### Pin map, run 1

Drawn at 2 px/µm. Pins as bars across the die edge, other pins in grey.
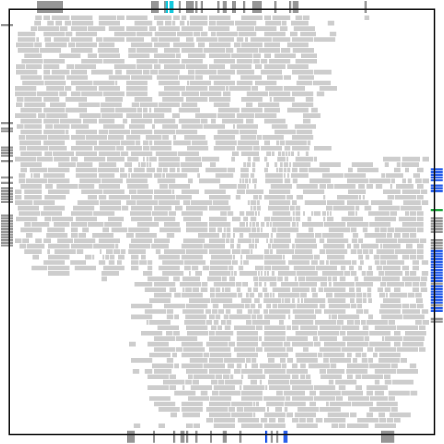
### Zoomed window, run 1

Region (93, 51) to (118, 76) µm. Cells in grey, sequential cells in the stronger grey; small squares are vias.
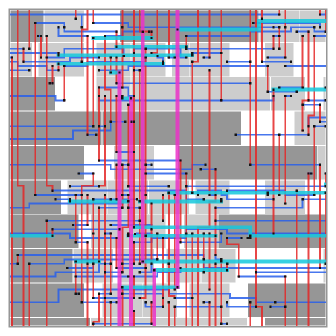
### Routing congestion, run 1

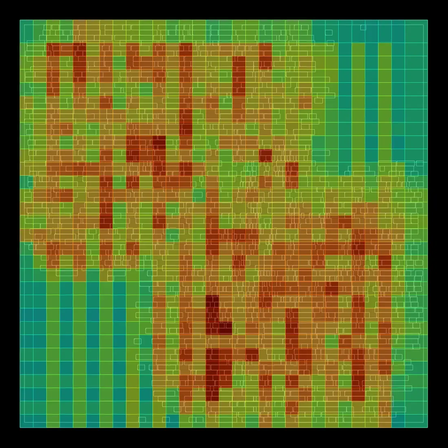
File: src/rtl/pv_temp_sched.sv
// pv_temp_sched: clamps a bank of panel temperatures, streams them into the current
// pipeline one per clock and collects the returned currents in issue order.
module pv_temp_sched #(
    parameter int N_PANEL = 8,
    parameter int IDX_W = 3,
    parameter int SINGLE = 32,
    parameter int PIPE_LAT = 47,
    parameter logic [SINGLE-1:0] T_MIN = 32'h43888000,
    parameter logic [SINGLE-1:0] T_MAX = 32'h43C78000
) (
    input  logic              clk,
    input  logic              rst,
    input  logic              start,
    input  logic              t_wr_en,
    input  logic [IDX_W-1:0]  t_wr_addr,
    input  logic [SINGLE-1:0] t_wr_data,
    output logic              ids_sta,
    output logic [SINGLE-1:0] ids_T,
    input  logic [SINGLE-1:0] ids_in,
    input  logic              ids_done,
    input  logic [IDX_W-1:0]  rd_addr,
    output logic [SINGLE-1:0] rd_data,
    output logic              busy,
    output logic              done,
    output logic              err,
    output logic              clamp_lo,
    output logic              clamp_hi
);
    localparam int CW = $clog2(N_PANEL + 1);
    localparam int WD_W = $clog2(PIPE_LAT + 8);
    localparam int WD_MAX = PIPE_LAT + 7;

    typedef enum logic [1:0] {IDLE, ISSUE, DRAIN, FIN} state_t;

    state_t            state;
    logic [SINGLE-1:0] tbank [N_PANEL];
    logic [SINGLE-1:0] rbank [N_PANEL];
    logic [CW-1:0]     issue_idx, cap_cnt;
    logic [WD_W-1:0]   wd;
    logic [IDX_W-1:0]  sel;
    logic [SINGLE-1:0] raw, clamped;
    logic              lo, hi, cap_en, full_next;

    assign busy = state != IDLE;
    assign done = state == FIN;

    // Entry 0 is issued on the accepting edge itself, so IDLE looks at index 0.
    always_comb begin
        sel = state == IDLE ? '0 : issue_idx[IDX_W-1:0];
        raw = tbank[sel];
        lo = raw[SINGLE-1] || raw < T_MIN;
        hi = !raw[SINGLE-1] && raw > T_MAX;
        clamped = lo ? T_MIN : hi ? T_MAX : raw;
        cap_en = ids_done && (state == ISSUE || state == DRAIN) && cap_cnt != CW'(N_PANEL);
        full_next = cap_cnt == CW'(N_PANEL) || (cap_en && cap_cnt == CW'(N_PANEL - 1));
    end

    always_ff @(posedge clk) begin
        if (t_wr_en && state == IDLE) tbank[t_wr_addr] <= t_wr_data;
        if (cap_en) rbank[cap_cnt[IDX_W-1:0]] <= ids_in;
    end

    always_ff @(posedge clk or negedge rst) begin
        if (!rst) begin
            state <= IDLE;
            ids_sta <= 1'b0;
            ids_T <= '0;
            issue_idx <= '0;
            cap_cnt <= '0;
            wd <= '0;
            err <= 1'b0;
            clamp_lo <= 1'b0;
            clamp_hi <= 1'b0;
            rd_data <= '0;
        end else begin
            rd_data <= rbank[rd_addr];
            if (cap_en) cap_cnt <= cap_cnt + CW'(1);
            case (state)
                IDLE: if (start) begin
                    state <= ISSUE;
                    ids_sta <= 1'b1;
                    ids_T <= clamped;
                    issue_idx <= CW'(1);
                    cap_cnt <= '0;
                    err <= 1'b0;
                    clamp_lo <= lo;
                    clamp_hi <= hi;
                end
                ISSUE: if (issue_idx == CW'(N_PANEL)) begin
                    ids_sta <= 1'b0;
                    wd <= '0;
                    state <= DRAIN;
                end else begin
                    ids_T <= clamped;
                    issue_idx <= issue_idx + CW'(1);
                    clamp_lo <= clamp_lo | lo;
                    clamp_hi <= clamp_hi | hi;
                end
                DRAIN: if (full_next) state <= FIN;
                    else if (wd == WD_W'(WD_MAX)) begin
                        err <= 1'b1;
                        state <= FIN;
                    end else wd <= wd + WD_W'(1);
                FIN: state <= IDLE;
                default: state <= IDLE;
            endcase
        end
    end
endmodule

File: config.mk
export PLATFORM = sky130hd
export DESIGN_NAME = pv_temp_sched
export DESIGN_NICKNAME = d
export VERILOG_FILES = /design/src/rtl/pv_temp_sched.sv
export SDC_FILE = /design/constraint.sdc
export NUM_CORES = 1
export LEC_CHECK = 0
export CAP_MARGIN = 20
export CORE_MARGIN = 2
export CORE_UTILIZATION = 53
export DETAILED_ROUTE_END_ITERATION = 6
export GPL_ROUTABILITY_DRIVEN = 1
export PLACE_DENSITY = 0.8
export SYNTH_ARGS = -nofsm -noshare
export SYNTH_HDL_FRONTEND = slang
export SYNTH_SLANG_ARGS = --single-unit
File: constraint.sdc
create_clock -name clk -period 4.5 [get_ports clk]
set_input_delay 1.35 -clock clk [delete_from_list [all_inputs] [get_ports clk]]
set_output_delay 1.35 -clock clk [all_outputs]
set_load 0.02 [all_outputs]
==> metrics.cfg, run 1 <==
[synth]
ff_type = edfxtp_1
synth_area_mm2 = 0.0229
avgSynthCellArea_um2 = 18.9
ys.warnings.count = 0

[global_route]
antenna_found_initial = 5
grt_remaining_overflow = 0

[place]
gp_congestion = 0.851

[setup_path]
cp.required_ns = 3.15
path_class = reg -> out
arrival_ns = 2.76
r2r_end = ids_T[17]

[finish]
regArea_mm2 = 0.0175
layout_top_cells = edfxtp_1 (512), clkdlybuf4s50_1 (141), mux2i_1 (92)
area_delta_synth_final_pct = 18.8
finalNetCount = 1475
sh_seq_area_pct = 64.2
drive_gt1_share_pct = 18.0

[power_and_ir_drop]
p_leak_nw = 9.39
switchingPower_mw = 4.42
internal_power_mw = 10.7
pwr-share-comb_pct = 23.7

[status]
status = complete, no violations

[routing]
highest_layer = met5
via_per_inst = 6.04

[clock_network]
cts_setup_buffers = 0

[die]
die_width_um = 212

[final_timing]
rsz0062_at_grt = false
setup_tns_ns = 0
setup_violations = 0

-- 'Pin map' (at the start) --
| colour | port | pins | direction | edge |
|---|---|---|---|---|
| cyan | rd_addr | 3 | input | top |
| blue | ids_T | 32 | output | 29 right, 3 bottom |
| green | done | 1 | output | right |
all pins by edge: 46 top, 44 right, 29 left, 26 bottom
Port Buf Inserts: 144
die y size: 212 µm

-- 'Zoomed window' (at the start) --
| colour | layer |
|---|---|
| blue | metal 1 |
| magenta | metal 4 |
| cyan | metal 3 |
| red | metal 2 |
cells with their middle in the window: 36
sequential cells in the window: 8
most frequent: edfxtp_1 (8), a2bb2oi_1 (7), o211ai_1 (7)
netlist names of flops here include: tbank (8)

-- 'Routing congestion' (at the start) --
layer carrying the most global-route usage: met2
post-DR wirelength/cell: 24.8 µm

## run 1: cells by family (layout without fill, tap and decap cells)
family | Yosys count | in the layout | share of synthesized area (%)
and+or+nand+nor | 151 | 151 | 3.45
DFF | 596 | 596 | 76.3
AOI/OAI and AO/OA | 176 | 176 | 5.89
xor gates and xnor gates | 5 | 5 | 0.191
other | 0 | 2 | 0
adders and majority gates | 10 | 10 | 0.546
muxes | 191 | 191 | 12.1
buffers and inverters | 83 | 308 | 1.54
## run 1: through the flow
| step | instance area (µm²) | power [mW] | hold WS, ns | worst slack, ns | util [%] |
|---|---|---|---|---|---|
| final | 27200 | 15.1 | 0.467 | 0.391 | 63.5 |
| after global routing | 27200 | 15.7 | 0.480 | 0.245 | 63.4 |
| after CTS | 27200 | 15.2 | 0.471 | 0.372 | 63.4 |
| after detailed placement | 25300 | 10.5 | 0.453 | 0.871 | 59.1 |
| after global placement | 25300 | 10.4 | 0.450 | 0.983 | 59.1 |
| after floorplan | 22900 | 9.17 | 0.503 | 0.248 | - |
## run 1: flip-flops by register name, summed over array words and instances, names as in the netlist
signal	cells
cap_cnt	4
tbank	256
state	2
clamp_lo	1
rbank	256
rd_data	32
ids_sta	1
clamp_hi	1
wd	6
ids_T	32
err	1
issue_idx	4
## run 1: how the worst max path moves through the flow
stage | startpoint | endpoint | slack (ns) | depth (start not counted)
after global routing | state[0] | busy | 0.24 | 4
after detailed placement | ids_done | wd[1] | 0.87 | 8
after CTS | state[0] | busy | 0.37 | 4
after floorplan | t_wr_addr[1] | tbank[1][0] | 0.25 | 2
final | state[0] | busy | 0.39 | 4
after global placement | ids_done | wd[0] | 0.98 | 8
## run 1: worst max-delay path: stages (launching register included)
cell and delay, ns:
dfrtp_1 0.40, inv_1 0.08, ha_1 0.30, inv_1 0.63, clkdlybuf4s50_1 0.74
--- run 2 (diff from run 1) ---
Settings changed: CTS_CLUSTER_SIZE set to 8.
### Sequential cells coloured by netlist name, run 2

Drawn at 1 px/µm. Other sequential cells in the stronger grey, the rest of the logic in the fainter grey.
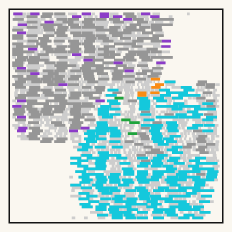
| colour | signal | flops |
|---|---|---|
| cyan | tbank | 256 |
| orange | wd | 6 |
| purple | rd_data | 32 |
| green | issue_idx | 4 |
not coloured: 298

### Routing congestion, run 2

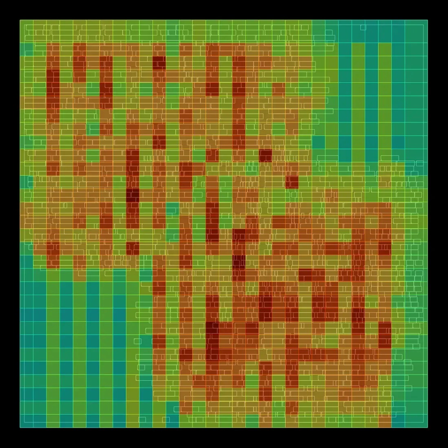
met2 Track Usage GR: 38.9%
GR Util All Layers: 24.3%
post-DR wirelength/cell: 25.8 µm

==> metrics.cfg, run 2 <==
[status]
status = complete, no violations

[finish]
area_delta_synth_final_pct = 21.1
layout_top_cells = edfxtp_1 (512), clkdlybuf4s50_1 (141), mux2i_1 (92)
finalNetCount = 1502  ; +1.8%
fin_area_mm2 = 0.0278  ; +2.0%
drive_gt1_share_pct = 17.5  ; -0.45 points
fin_util_pct = 64.7  ; +1.3 points

[place]
port_buffers = 144  ; unchanged
dpl.hpwl_um = 29800
gp_congestion = 0.851  ; unchanged
post-place-ws_ns = 0.871  ; unchanged
place_area_mm2 = 0.0253  ; unchanged

[global_route]
antenna_found_initial = 4  ; -1
grt_remaining_overflow = 0  ; unchanged

[setup_path]
cp.required_ns = 3.15  ; about the same
path_class = reg -> out
cpPeakStageDelay_ns = 0.75  ; about the same
cp_cell_sequence = inv_1 -> ha_1 -> inv_1 -> clkdlybuf4s50_1
arrival_ns = 2.79  ; +0.03 ns
slowest_stage = clkdlybuf4s50_1
crit_top_cell = inv_1

[die]
die_height_um = 212  ; unchanged
die_width_um = 212  ; unchanged

[synth]
ff_type = edfxtp_1
ys.warnings.count = 0  ; unchanged
avgSynthCellArea_um2 = 18.9  ; unchanged
synth_area_mm2 = 0.0229  ; unchanged

[power_and_ir_drop]
p_leak_nw = 9.60  ; +2.3%
finalPower_mw = 16.3  ; +7.4%

[clock_network]
cts-root-buf = clkbuf_16
cts_max_path_buffers = 3
cts_setup_buffers = 0  ; unchanged

[final_timing]
setup_violations = 0  ; unchanged
rsz0062_at_grt = false
fin_ws_ns = 0.356  ; -0.0343 ns
drv_slew = 0
clock-skew-final_ns = 0.0252
setup_tns_ns = 0  ; unchanged
hold-worst-slack_ns = 0.463  ; -0.00407 ns
tightest_slew_ns = 0.953

[routing]
via_per_inst = 6.03  ; -0.15%

## run 2: layout make-up
type | instances | area [µm²]
antenna | 3 | 7.51
clock buffer | 138 | 2330
clock inverter | 5 | 91.3
fill | 2735 | 15100
inverter | 17 | 63.8
multi-input combinational | 533 | 5210
sequential | 596 | 17500
tap | 585 | 732
timing repair buffer | 185 | 1840
## run 2: worst paths after layout
| path | from | end | slack [ns] | depth (start not counted) |
|---|---|---|---|---|
| min in group asynchronous | rst | rd_data[15] | 0.70 | 1 |
| worst min register to register | ids_T[23] | ids_T[23] | 0.46 | 1 |
| max in group asynchronous | rst | rd_data[19] | 2.98 | 2 |
| worst max register to register | state[0] | ids_T[20] | 0.76 | 12 |
| worst max-delay path | state[0] | busy | 0.36 | 4 |
| worst min-delay path | ids_T[23] | ids_T[23] | 0.46 | 1 |
## run 2: cell families after synthesis
group,synth area share [%]
flops,76.3
buf+inv,1.54
xor+xnor,0.191
fa+ha+maj,0.546
compound gates,5.89
mux,12.1
simple gates,3.45
## run 2: power breakdown
part	leakage, nW	total, mW	switching, mW	internal (mW)
clock network	1.15	5.79	2.23	3.55
logic	2.79	3.62	2.15	1.47
registers	5.66	6.86	0.329	6.53
total	9.60	16.3	4.71	11.6
## run 2: layer usage
layer	vias up	wire length [µm]	global-route usage, %
met5	-	11	0
met4	2	1620	9.06
met3	110	4970	6.01
met2	658	26100	38.9
met1	6342	20400	32.4
li1	5322	-	-
## run 2: critical path: cells and delay by family, from the launching register on
kind | cells | cell delay [ns]
fa+ha+maj | 1 | 0.30
buf+inv | 3 | 1.48
flops | 1 | 0.40
Power and IR drop assume default switching activity.
